===== src/rtl/cpu_mult_pkg.sv =====
//------------------------------------------------------------------------------
// Module      : cpu_mult_pkg
// Description : Shared mode/state encodings and operand-sign helpers for the
//               sequential M-stage multiplier.
// Revision    : 1.0 - initial release
//------------------------------------------------------------------------------
`timescale 1ns/1ps
`default_nettype none

package cpu_mult_pkg;

  typedef enum logic [1:0] {
    MUL_LO = 2'd0,
    MULXSS = 2'd1,
    MULXSU = 2'd2,
    MULXUU = 2'd3
  } mult_mode_e;

  typedef enum logic [1:0] {
    IDLE = 2'd0,
    CALC = 2'd1,
    FIX  = 2'd2,
    DONE = 2'd3
  } mult_state_e;

  // The low word is sign-agnostic, so MUL_LO treats both operands as unsigned.
  function automatic logic src1_is_signed(input mult_mode_e mode);
    return (mode == MULXSS) || (mode == MULXSU);
  endfunction

  function automatic logic src2_is_signed(input mult_mode_e mode);
    return (mode == MULXSS);
  endfunction

endpackage

`default_nettype wire


===== src/rtl/cpu_mult_slice.sv =====
//------------------------------------------------------------------------------
// Module      : cpu_mult_slice
// Description : Combinational WIDTH x PART_W unsigned multiply (one DSP slice).
// Revision    : 1.0 - initial release
//------------------------------------------------------------------------------
`timescale 1ns/1ps
`default_nettype none

module cpu_mult_slice #(
  parameter int WIDTH  = 32,
  parameter int PART_W = 16
) (
  input  logic [WIDTH-1:0]        a,
  input  logic [PART_W-1:0]       b,
  output logic [WIDTH+PART_W-1:0] p
);

  assign p = {{PART_W{1'b0}}, a} * {{WIDTH{1'b0}}, b};

endmodule

`default_nettype wire


===== src/rtl/cpu_mult_seq.sv =====
//------------------------------------------------------------------------------
// Module      : cpu_mult_seq
// Description : Sequential signed/unsigned multiplier, one PART_W slice of src2
//               per cycle, valid/ready on both sides.
// Revision    : 1.0 - initial release
//------------------------------------------------------------------------------
`timescale 1ns/1ps
`default_nettype none

module cpu_mult_seq
  import cpu_mult_pkg::*;
#(
  parameter int WIDTH  = 32,
  parameter int PART_W = 16
) (
  input  logic             clk,
  input  logic             reset,
  input  logic             in_valid,
  output logic             in_ready,
  input  logic [WIDTH-1:0] in_src1,
  input  logic [WIDTH-1:0] in_src2,
  input  logic [1:0]       in_mode,
  output logic             out_valid,
  input  logic             out_ready,
  output logic [WIDTH-1:0] out_result
);

  localparam int NUM_PARTS = WIDTH / PART_W;
  localparam int CNT_W     = (NUM_PARTS > 1) ? $clog2(NUM_PARTS) : 1;
  localparam int ACC_W     = 2 * WIDTH;

  mult_state_e        state_q, state_d;
  mult_mode_e         mode_q, mode_d;
  logic [WIDTH-1:0]   src1_q, src1_d;
  logic [WIDTH-1:0]   src2_q, src2_d;
  logic               neg_q, neg_d;
  logic [ACC_W-1:0]   acc_q, acc_d;
  logic [CNT_W-1:0]   cnt_q, cnt_d;
  logic [WIDTH-1:0]   result_q, result_d;

  mult_mode_e              w_mode;
  logic                    w_neg1, w_neg2;
  logic [WIDTH-1:0]        w_abs1, w_abs2;
  logic [WIDTH+PART_W-1:0] w_pp;
  logic [ACC_W-1:0]        w_pp_ext;
  logic [31:0]             w_shamt;
  logic [ACC_W-1:0]        w_acc_fix;

  cpu_mult_slice #(
    .WIDTH  (WIDTH),
    .PART_W (PART_W)
  ) u_slice (
    .a (src1_q),
    .b (src2_q[PART_W-1:0]),
    .p (w_pp)
  );

  always_comb begin
    w_mode    = mult_mode_e'(in_mode);
    w_neg1    = src1_is_signed(w_mode) & in_src1[WIDTH-1];
    w_neg2    = src2_is_signed(w_mode) & in_src2[WIDTH-1];
    w_abs1    = w_neg1 ? -in_src1 : in_src1;
    w_abs2    = w_neg2 ? -in_src2 : in_src2;
    w_pp_ext  = '0;
    w_pp_ext[WIDTH+PART_W-1:0] = w_pp;
    w_shamt   = 32'(cnt_q) * 32'(PART_W);
    w_acc_fix = neg_q ? -acc_q : acc_q;
  end

  always_comb begin
    state_d  = state_q;
    mode_d   = mode_q;
    src1_d   = src1_q;
    src2_d   = src2_q;
    neg_d    = neg_q;
    acc_d    = acc_q;
    cnt_d    = cnt_q;
    result_d = result_q;

    case (state_q)
      IDLE: begin
        if (in_valid) begin
          mode_d  = w_mode;
          src1_d  = w_abs1;
          src2_d  = w_abs2;
          neg_d   = w_neg1 ^ w_neg2;
          acc_d   = '0;
          cnt_d   = '0;
          state_d = CALC;
        end
      end
      CALC: begin
        // src2 shifts down so the slice multiplier always sees the next slice.
        acc_d  = acc_q + (w_pp_ext << w_shamt);
        src2_d = src2_q >> PART_W;
        cnt_d  = cnt_q + CNT_W'(1);
        if (cnt_q == CNT_W'(NUM_PARTS - 1)) begin
          state_d = FIX;
        end
      end
      FIX: begin
        acc_d    = w_acc_fix;
        result_d = (mode_q == MUL_LO) ? w_acc_fix[WIDTH-1:0] : w_acc_fix[ACC_W-1:WIDTH];
        state_d  = DONE;
      end
      DONE: begin
        if (out_ready) begin
          state_d = IDLE;
        end
      end
      default: state_d = IDLE;
    endcase
  end

  always_ff @(posedge clk) begin
    if (reset) begin
      state_q  <= IDLE;
      mode_q   <= MUL_LO;
      src1_q   <= '0;
      src2_q   <= '0;
      neg_q    <= 1'b0;
      acc_q    <= '0;
      cnt_q    <= '0;
      result_q <= '0;
    end else begin
      state_q  <= state_d;
      mode_q   <= mode_d;
      src1_q   <= src1_d;
      src2_q   <= src2_d;
      neg_q    <= neg_d;
      acc_q    <= acc_d;
      cnt_q    <= cnt_d;
      result_q <= result_d;
    end
  end

  assign in_ready   = (state_q == IDLE);
  assign out_valid  = (state_q == DONE);
  assign out_result = result_q;

endmodule

`default_nettype wire


===== config.mk =====
export PLATFORM = sky130hd
export DESIGN_NAME = cpu_mult_seq
export DESIGN_NICKNAME = d
export VERILOG_FILES = /design/src/rtl/cpu_mult_pkg.sv /design/src/rtl/cpu_mult_slice.sv /design/src/rtl/cpu_mult_seq.sv
export SDC_FILE = /design/constraint.sdc
export NUM_CORES = 2
export LEC_CHECK = 0
export ABC_AREA = 1
export ABC_CLOCK_PERIOD_IN_PS = 9400
export CORE_ASPECT_RATIO = 1.1
export CORE_MARGIN = 2
export CORE_UTILIZATION = 40
export DETAILED_ROUTE_END_ITERATION = 7
export GPL_TIMING_DRIVEN = 0
export PLACE_DENSITY = 0.56
export SLEW_MARGIN = 0
export SYNTH_ARGS = -nofsm -noshare
export SYNTH_HDL_FRONTEND = slang
export SYNTH_SLANG_ARGS = --single-unit

===== constraint.sdc =====
create_clock -name clk -period 9.4 [get_ports clk]
set_input_delay 0.94 -clock clk [delete_from_list [all_inputs] [get_ports clk]]
set_output_delay 0.94 -clock clk [all_outputs]
set_load 0.03 [all_outputs]

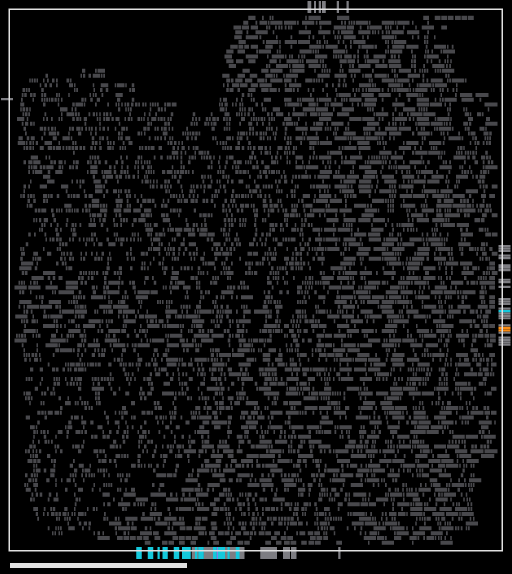
*Pin placement*
Scale bar: 100 um. Pins as bars across the die edge, other pins in grey.
| colour | port | pins | direction | edge |
|---|---|---|---|---|
| orange | `in_mode` | 2 | input | east |
| purple | `in_ready` | 1 | output | south |
| cyan | `out_result` | 32 | output | 31 south, 1 east |

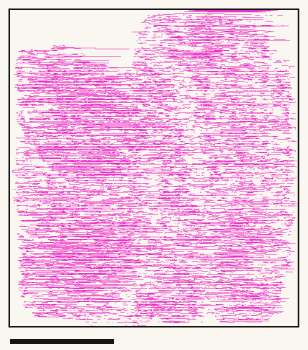
*Met1 routing*
Scale bar: 100 um.
wire length on this layer: 54.2 mm
nets with wire on the layer: 5498
main direction: horizontal
longest straight run: 98.0 um

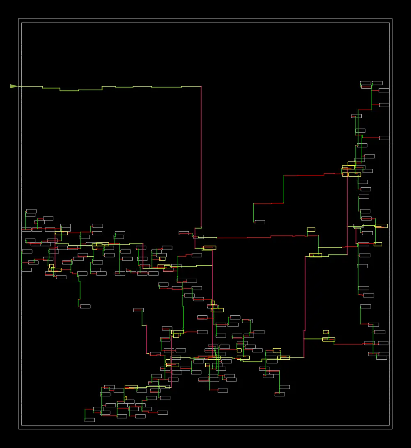
*Clock wiring as the flow saved it*
worst skew pair latency: 0.51 ns
setup skew after layout: 0.0210 ns
Flops: 166
count of clock tree sinks: 166

==> Flow_metrics.wiki <==
=== Physical design figures ===
{| class="wikitable"
! Metric !! Value
|-
| Outcome || finished, final reports clean
|-
| Overall overflow remaining after global route || 0
|-
| Level count of the clock H-tree || 4
|-
| Most frequent cell after synthesis || nand2_1
|-
| Global routing met1 resource utilization || 39.6%
|-
| Classification of the worst setup path || reg -> reg
|-
| Synth logic family || adder cells
|-
| Number of warning messages in the yosys log || 0
|-
| Clock network fraction of design power || 7.9%
|-
| Fraction of standard cell area in multi-input logic || 68.7%
|-
| Starting Density || 40.3%
|-
| # hold bufs at CTS || 0
|-
| Library cell used as clock root buffer || clkbuf_16
|-
| Fin Setup TNS || 0 ns
|-
| Count of flip-flops with a built-in enable after synthesis || 0
|-
| Top cells by count || 1274 x nand2_1, 1093 x inv_1, 449 x nor2_1, 419 x fa_1, 270 x a21oi_1
|-
| Fraction of standard cell area that is sequential || 9.34%
|-
| Xor and xnor fraction of the mapped netlist area || 3.16%
|-
| Power of the clock network || 0.744 mW
|-
| CP endpoint kind || register
|-
| Number of rows created at floorplan || 110
|-
| Layout Cells excl Fill || 6177
|-
| FF+latch area || 3350 um^2
|-
| Final-report max-slew violation count || 0
|-
| Finished Cell Area || 35900 um^2
|-
| Detailed-placement wirelength estimate || 123000 um
|-
| Fmax || 111 MHz
|-
| Detailed Route Iter0 Violations || 2500
|-
| Synthesized net count || 5707
|-
| Layout filler cell count || 8992
|-
| Tot Pwr || 9.45 mW
|-
| Antenna viol nets, final || 0
|}
[final timing paths]
path | cells after the start | from | to | slack (ns)
worst max-delay path | 34 | src2_q[4] | acc_q[35] | 0.38
worst min-delay path | 2 | out_result[9] | out_result[9] | 0.47
worst min register to register | 2 | out_result[9] | out_result[9] | 0.47
worst max register to register | 34 | src2_q[4] | acc_q[35] | 0.38
[sequential cells by signal, summed over array words and instances, names as in the netlist]
name / count
acc_q: 64
out_result: 32
src1_q: 32
src2_q: 32
mode_q: 2
state_q: 2
cnt_q: 1
neg_q: 1
[critical path: cells and delay by family (launching register included)]
kind,cells,cell delay (ns)
AND-OR/OR-AND,11,2.30
adder cells (fa/ha/maj),8,3.83
XOR/XNOR,1,0.34
buffers and inverters,8,0.84
AND/OR/NAND/NOR,6,1.00
flip-flops,1,0.58
Power is estimated from default activity; no workload was simulated.
